run_1/power_grid.png
Pins as bars on the die edge.
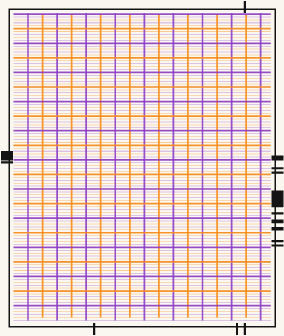
run_1/clk_routes.png
Bar = 50 µm.
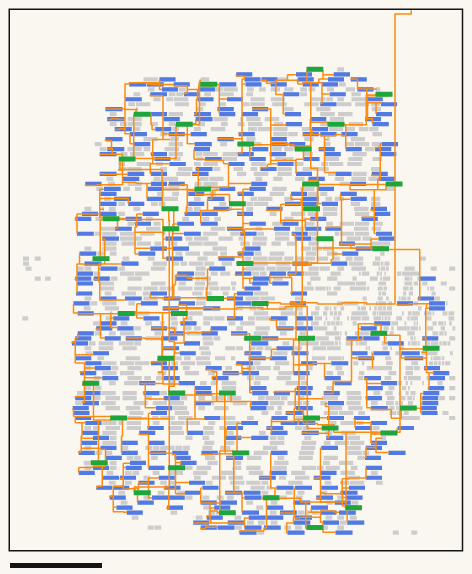
run_1/placement_by_type.png
Bar = 50 µm.
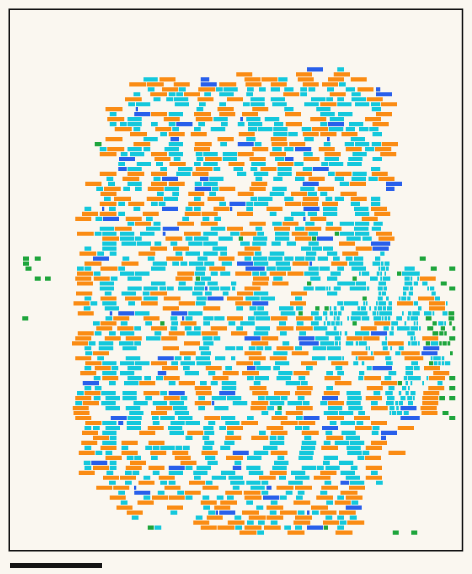
run_1/clocks.png
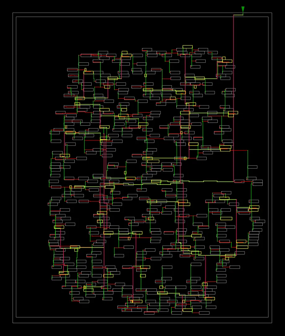
==> config.mk <==
export PLATFORM = sky130hd
export DESIGN_NAME = free_list
export DESIGN_NICKNAME = d
export VERILOG_FILES = /design/src/rtl/free_list_pkg.sv /design/src/rtl/free_list.sv
export SDC_FILE = /design/constraint.sdc
export NUM_CORES = 1
export LEC_CHECK = 0
export CORE_ASPECT_RATIO = 1.2
export CORE_MARGIN = 3
export CORE_UTILIZATION = 34
export CTS_CLUSTER_SIZE = 24
export DETAILED_ROUTE_END_ITERATION = 12
export GPL_ROUTABILITY_DRIVEN = 0
export SLEW_MARGIN = 20
export SYNTH_ARGS = -nofsm -noshare
export SYNTH_HDL_FRONTEND = slang
export SYNTH_SLANG_ARGS = --single-unit
==> constraint.sdc <==
create_clock -name clk -period 25.2 [get_ports clk]
set_input_delay 5.04 -clock clk [delete_from_list [all_inputs] [get_ports clk]]
set_output_delay 5.04 -clock clk [all_outputs]
set_load 0.01 [all_outputs]
==> job_summary.md, run 1 <==
## Implementation flow summary

| Metric | Value |
|---|---|
| CTS tree | `built` |
| Status | `finished, final reports clean` |
| Final Hold Viols | `0` |
| Switching share of power | `36.0%` |
| DRT Pass-1 Iters | `4` |
| OpenROAD warning count | `29` |
| Post-CTS sizing | `0` |
| Multi-input logic area | `0.0126 mm²` |
| Routed vias/inst | `5.67` |
| Pins over their slew limit | `0` |
| Worst Path Arrival | `9.52 ns` |
| Top Layout Cells | `mux2_2 (328), dfrtp_1 (298), mux4_2 (252)` |
| Max stage delay cell, worst path | `buf_4` |
| P&R area growth vs syn | `12.0%` |
| # Cells Yosys | `1415` |
| Post-synth seq share | `44.4%` |
| Post-Syn Area | `0.0236 mm²` |
| Worst-path maximum fanout | `64` |
| Buffers from clock root to sink, at most | `3` |
| Wire per inst | `27.2 µm` |
| I/O Buffers | `33` |
| Overflow after GRT | `0` |
| R2R depth | `18` |
| Worst Setup Start Kind | `primary input` |
| Pre-CTS setup slack | `10.65 ns` |
| Fin cells | `2352` |
| CP Capture Type | `output pin` |
| Clk slew on worst S/H paths | `0.06 ns` |
| Cell variety after synth | `58` |
| Layout fillers | `6322` |
| Worst slew margin | `27.2%` |
| Prevailing post-synth register cell | `dfrtp_1` |
| GR Layer Usage met1 | `22.3%` |
| Dpl cells | `2265` |
| Area leader, netlist | `dfrtp_1` |
| CTS Hold Bufs | `0` |
| Req. time, crit path | `20.16 ns` |
| Crit path kind | `in2out` |
| Tightest Pin Transition | `1.09 ns` |
| Met2 Use GR | `30.1%` |
| Clk ins delay skew pair | `0.59 ns` |
| Worst Path Buf+Inv | `3` |
| Final setup violation count | `0` |
| Yosys Chip Area | `0.0236 mm²` |
| Worst path depth | `8` |
| Global routing met3 resource utilization | `4.13%` |
| P_sw | `0.00123 W` |
| Most used routing layer | `met2` |
| Synth flops | `414` |
| Top cell area share | `31.7%` |
| Initial antenna violation count | `6` |
| Mapped Avg Cell Area | `16.7 µm²` |
| Hold WC Path Type | `reg2reg` |
| Routed Antenna Nets | `0` |
| Share of cells above drive strength 1 | `65.4%` |
| Post-synth EDFFs | `0` |
| Post-CTS setup buffers | `0` |
| Clock root buffer | `clkbuf_16` |
| Top area cell types | `dfrtp_1 (32%), mux4_2 (24%), mux2_2 (16%)` |
| Setup TNS | `0 ns` |
| Syn nets | `1453` |
| All-Layer GR Usage | `17.9%` |
| Cells along the critical path | `clkdlybuf4s50_1, ha_4, ha_4, buf_4, mux4_2, mux4_2, mux4_2, clkdlybuf4s50_1` |
| H-tree depth | `2` |
| Min setup slack post-route | `10.64 ns` |
| Synth warn | `0` |
| WL final | `64.0 mm` |
| Minimum clock period | `14.56 ns` |
| Worst R2R Setup Slack | `19.80 ns` |
| Synth Instances | `1415` |
| Internal | `0.00218 W` |
| Fmax | `68.7 MHz` |
| Worst IR Drop VDD | `0.0680 mV` |
| First DRT Iteration DRCs | `861` |
| Sequential Power Share | `33.4%` |
| Fraction of registers with async set/reset | `100%` |
| Crit path top cell by count | `mux4_2` |
| RSZ-0062 raised after global routing | `false` |
| Routed via count | `13300` |
| Hpwl dp | `40.7 mm` |
| Max cap viols | `0` |
| IO Pins | `34` |
| Reg area | `0.0105 mm²` |
| Max FFs per register | `384` |
| Vias in the first global route | `14300` |
| Die area | `0.0728 mm²` |
## Picture notes: power_grid.png
| net | colour |
|---|---|
| VDD | orange |
| VSS | purple |
met1 rails: 106
rows: 105
met4 straps: 17
core footprint: 0.0686 mm²
Die Wd: 247 µm
die height: 295 µm

## Picture notes: clk_routes.png
[clock drivers] green | count: 46
[clock wires] orange | length: 5960 µm
[flip-flops] blue | count: 414
routed clock nets: 47
Clock group: 0.000725 W
clock group share of total power: 21.3%
clk_skew: 0.00907 ns

## Picture notes: placement_by_type.png
| class | colour | cells | share of their area |
|---|---|---|---|
| other buffers and delay cells | green | 56 | 1.9% |
| clock drivers and dummy loads | blue | 84 | 6.5% |
| flops | orange | 414 | 41% |
| combinational and other logic | cyan | 886 | 50% |
Finished Core Util: 38.6%
row cnt: 105
Final Cell Area: 0.0265 mm²
flop share of the area: 39.7%

## Picture notes: clocks.png
# clock sinks: 414
Flops: 414

-- run 1: Yosys cell counts (3+ instances only) --
master	number
a21o_1	4
a21oi_1	4
and3_1	4
buf_1	15
buf_2	10
clkbuf_1	84
dfrtp_1	300
dfstp_2	114
fa_1	3
ha_1	23
inv_1	24
inv_2	3
mux2_2	328
mux2_4	60
mux2i_1	5
mux4_2	252
nand2_1	9
nand2b_1	4
nand3_1	10
nor2_1	14
nor2b_1	4
nor3_1	6
nor3_4	47
nor3b_2	3
nor4_4	8
o21ai_0	6
or3_1	3
xnor2_1	21
xor2_1	8
-- run 1: cell type report --
type	count	area share, %
multi-input cells	859	47.6
flip-flops and latches	414	39.7
clock buffers	67	5.34
well taps	909	4.30
repair buffers	56	1.80
clock inverters	17	0.846
inverters	27	0.411
diodes	3	0.0284
-- run 1: per-stage QoR --
step / power [W] / hold slack, ns
CTS: 0.00344 / 0.466
global route: 0.00358 / 0.496
global placement: 0.00267 / 0.459
finish: 0.00340 / 0.464
floorplan: 0.00222 / 0.436
detailed placement: 0.00270 / 0.457
-- run 1: per-layer routing --
layer	up-vias	wire, µm
li1	5537	-
met1	7258	25400
met2	404	31800
met3	126	4260
met4	6	2500
met5	-	41
-- run 1: worst register-to-register path, stage by stage, from the launching register on --
cell and delay [ns]:
dfrtp_4 0.84, inv_1 0.27, fa_1 0.53, a211oi_2 0.28
o21bai_1 0.13, a21oi_2 0.24, xor2_2 0.13, o41ai_4 0.29
buf_4 0.59, inv_2 0.19, ha_1 0.24, ha_1 0.22
xor2_1 0.23, ha_1 0.32, a21o_1 0.17, a21oi_1 0.23
o21bai_1 0.10, a21oi_1 0.18, xnor2_1 0.09
-- run 1: kinds of logic (layout without fill, tap and decap cells) --
kind of cell | after synthesis | in the layout | synth area share [%]
simple gates | 130 | 130 | 5.84
buf+inv | 142 | 167 | 2.57
xor+xnor | 30 | 30 | 1.14
mux | 645 | 645 | 43.6
flops | 414 | 414 | 44.4
other cells | 0 | 3 | 0
compound gates | 28 | 28 | 0.926
fa+ha+maj | 26 | 26 | 1.47
-- run 1: power by group through the flow --
| stage | Clock [W] | Sequential [W] | Combinational, W |
|---|---|---|---|
| finish | 0.000725 | 0.00114 | 0.00154 |
| global route | 0.000765 | 0.00117 | 0.00164 |
| CTS | 0.000742 | 0.00114 | 0.00156 |
| detailed placement | 0 | 0.00115 | 0.00155 |
| global placement | 0 | 0.00114 | 0.00153 |
| floorplan | 0 | 0.00104 | 0.00117 |
run_1/wires.png
Two of the layers only.
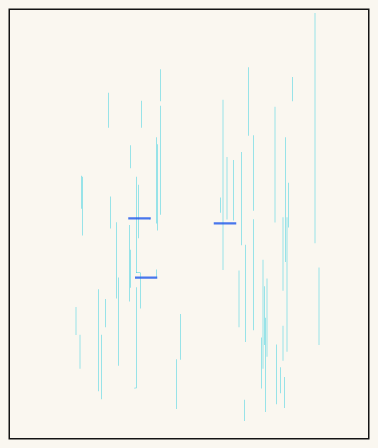

==> run 1 -> run 2 <==
==> constraint.sdc (replaced) <==
create_clock -name clk -period 14.86 [get_ports clk]
set_input_delay 2.972 -clock clk [delete_from_list [all_inputs] [get_ports clk]]
set_output_delay 2.972 -clock clk [all_outputs]
set_load 0.01 [all_outputs]
run_2/wires.png
Two of the layers only.
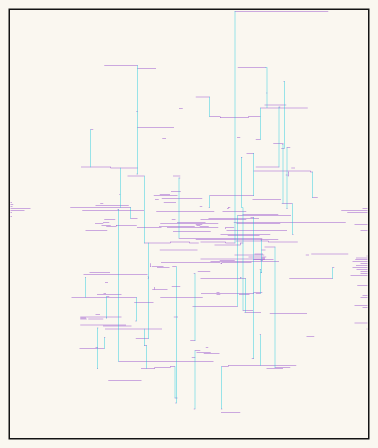
| layer | colour | wire length |
|---|---|---|
| metal 3 | purple | 2790 µm |
| metal 4 | cyan | 1640 µm |
routed via count: 13300
All-Layer GR Usage: 18.1%
WL final: 63.9 mm
wire per inst: 27.2 µm

run_2/placement_by_type.png
Bar = 50 µm.
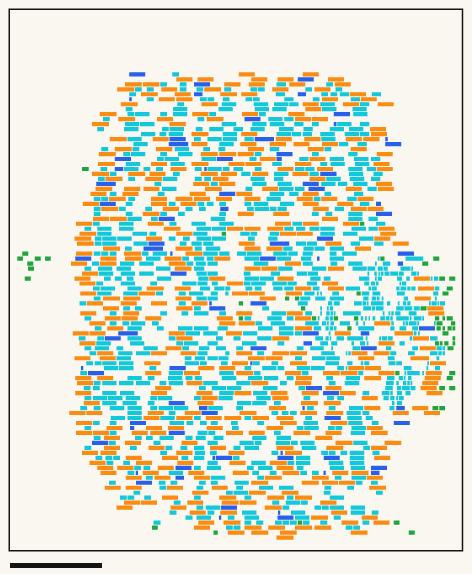
| class | colour | cells | share of their area |
|---|---|---|---|
| combinational and other logic | cyan | 886 | 50% |
| clock drivers and dummy loads | blue | 85 | 6.5% |
| other buffers and delay cells | green | 56 | 1.9% |
| flops | orange | 414 | 41% |
flop share of the area: 39.7%
Finished Core Util: 38.6%

==> run 2 against run 1 <==
  * Register-to-register slack worse by 10 ns
  * Wire length hardly changed
  * Sequential power up 69%
  * Die size unchanged
  * Clock power is 71% higher
  * Count of clock-buffer cells in the layout unchanged
  * Cell area is essentially flat
  * Core utilization barely moved
  * Total power is 70% higher
  * Critical endpoint unchanged
  * Largest cell class unchanged
  * Largest power group unchanged
  * Highest routed layer is now met4
==> job_summary.md, run 2 <==
## Implementation flow summary

| Metric | Value |
|---|---|
| Crit path kind | `in2out` |
| P&R area growth vs syn | `12.0%` |
| CTS tree | `built` |
| First DRT Iteration DRCs | `1028` |
| Top cell area share | `31.7%` |
| Cell variety after synth | `58` |
| Yosys Chip Area | `0.0236 mm²` |
| Initial antenna violation count | `2` |
| Share of cells above drive strength 1 | `65.3%` |
| Clk slew on worst S/H paths | `0.06 ns` |
| Hpwl dp | `40.8 mm` |
| Synth flops | `414` |
| Cells along the critical path | `clkdlybuf4s50_1, ha_4, ha_4, buf_4, mux4_2, mux4_2, mux4_2, clkdlybuf4s50_1` |
| Post-Syn Area | `0.0236 mm²` |
| Worst-path maximum fanout | `52` |
| Max cap viols | `0` |
| Fraction of registers with async set/reset | `100%` |
| IO Pins | `34` |
| CTS Hold Bufs | `0` |
| RSZ-0062 raised after global routing | `false` |
| Setup TNS | `0 ns` |
| Power consumption | `0.00577 W` |
| Die Wd | `247 µm` |
| Minimum clock period | `10.41 ns` |
| Vias in the first global route | `14400` |
| Crit path top cell by count | `mux4_2` |
| Pins over their slew limit | `0` |
| Buffers from clock root to sink, at most | `3` |
| DRT Pass-1 Iters | `4` |
| Fmax | `96.1 MHz` |
| # clock sinks | `414` |
| Post-synth seq share | `44.4%` |
| Clock root buffer | `clkbuf_16` |
| Max FFs per register | `384` |
| Hold WC Path Type | `reg2reg` |
| Tightest Pin Transition | `1.10 ns` |
| Max stage delay cell, worst path | `ha_4` |
| Worst Path Arrival | `7.44 ns` |
| Worst R2R Setup Slack | `9.49 ns` |
| Post-CTS sizing | `0` |
| Clk_skew | `0.0144 ns` |
| Top Layout Cells | `mux2_2 (328), dfrtp_1 (298), mux4_2 (252)` |
| Most common cell in the netlist | `mux2_2` |
| H-tree depth | `2` |
| # Cells Yosys | `1415` |
| I/O Buffers | `33` |
| Post-synth EDFFs | `0` |
| Syn nets | `1453` |
| Synth warn | `0` |
| Synth Instances | `1415` |
| Status | `finished, final reports clean` |
| Core footprint | `0.0686 mm²` |
| Post-CTS setup buffers | `0` |
| Row cnt | `105` |
| Routed Antenna Nets | `0` |
| Mapped Avg Cell Area | `16.7 µm²` |
| Area leader, netlist | `dfrtp_1` |
| Prevailing post-synth register cell | `dfrtp_1` |
| CP Capture Type | `output pin` |
| Clk ins delay skew pair | `0.58 ns` |
| Top area cell types | `dfrtp_1 (32%), mux4_2 (24%), mux2_2 (16%)` |
| Worst Setup Start Kind | `primary input` |
| Final setup violation count | `0` |
run_2/power_grid.png
Pins as bars on the die edge.
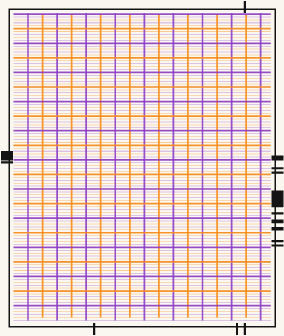
| net | colour |
|---|---|
| VSS | purple |
| VDD | orange |
signal pins: 34
met1 rails: 106
Worst IR Drop VDD: 0.148 mV

==> run 2: cell count changes in the layout (fill, tap and decap cells not counted) <==
cell	change
diode_2	-2
clkbuf_1	+1
clkbuf_16	-1
clkinv_4	-1
inv_6	+1
bufinv_16	+1
clkinv_1	+1
clkinv_2	-1
==> run 2: layout make-up <==
type | count | area, µm²
Clock inverter | 18 | 253
Antenna cell | 1 | 2.50
Clock buffer | 67 | 1390
Multi-Input combinational cell | 859 | 12600
Sequential cell | 414 | 10500
Tap cell | 909 | 1140
Fill cell | 6262 | 42100
Timing Repair Buffer | 56 | 477
Inverter | 27 | 109
==> run 2: critical path: cells and delay by family <==
kind / cells / cell delay [ns]
adders and majority gates: 2 / 1.07
buffers and inverters: 3 / 1.70
muxes: 3 / 1.66
==> run 2: per-layer routing <==
| layer | GRT usage (%) | wire [µm] | share of wire (%) | vias to the layer above |
|---|---|---|---|---|
| met5 | 0 | 0 | 0 | - |
| met4 | 5.56 | 1640 | 2.6 | 0 |
| met2 | 30.9 | 32600 | 51 | 335 |
| met1 | 24.0 | 26900 | 42 | 7322 |
| met3 | 2.22 | 2790 | 4.4 | 94 |
| li1 | - | - | - | 5545 |
==> run 2: where the power goes <==
part,internal [W],leakage (nW),switching (W)
combinational,0.00136,4.88,0.00125
sequential,0.00158,5.23,0.000342
clock,0.000756,0.812,0.000481
==> run 2: kinds of logic (layout without fill, tap and decap cells) <==
group           count (synthesis)  after routing  synth area share, %
mux                           645            645                 43.6
compound gates                 28             28                0.926
other cells                     0              1                    0
simple gates                  130            130                 5.84
buf+inv                       142            168                 2.57
xor+xnor                       30             30                 1.14
fa+ha+maj                      26             26                 1.47
flops                         414            414                 44.4
==> run 2: metrics by stage <==
| stage | hold slack [ns] | cells | area [µm²] | setup WS, ns |
|---|---|---|---|---|
| 2_1_floorplan | 0.436 | 1415 | 23600 | 0.555 |
| 3_3_place_gp | 0.462 | 2265 | 24800 | 4.44 |
| 3_5_place_dp | 0.456 | 2265 | 24800 | 4.44 |
| 4_1_cts | 0.465 | 2350 | 26500 | 4.44 |
| 5_1_grt | 0.468 | 2350 | 26500 | 4.36 |
| 6_report | 0.461 | 2351 | 26500 | 4.45 |
No activity file was given, so power comes from the tool's default toggle rates.
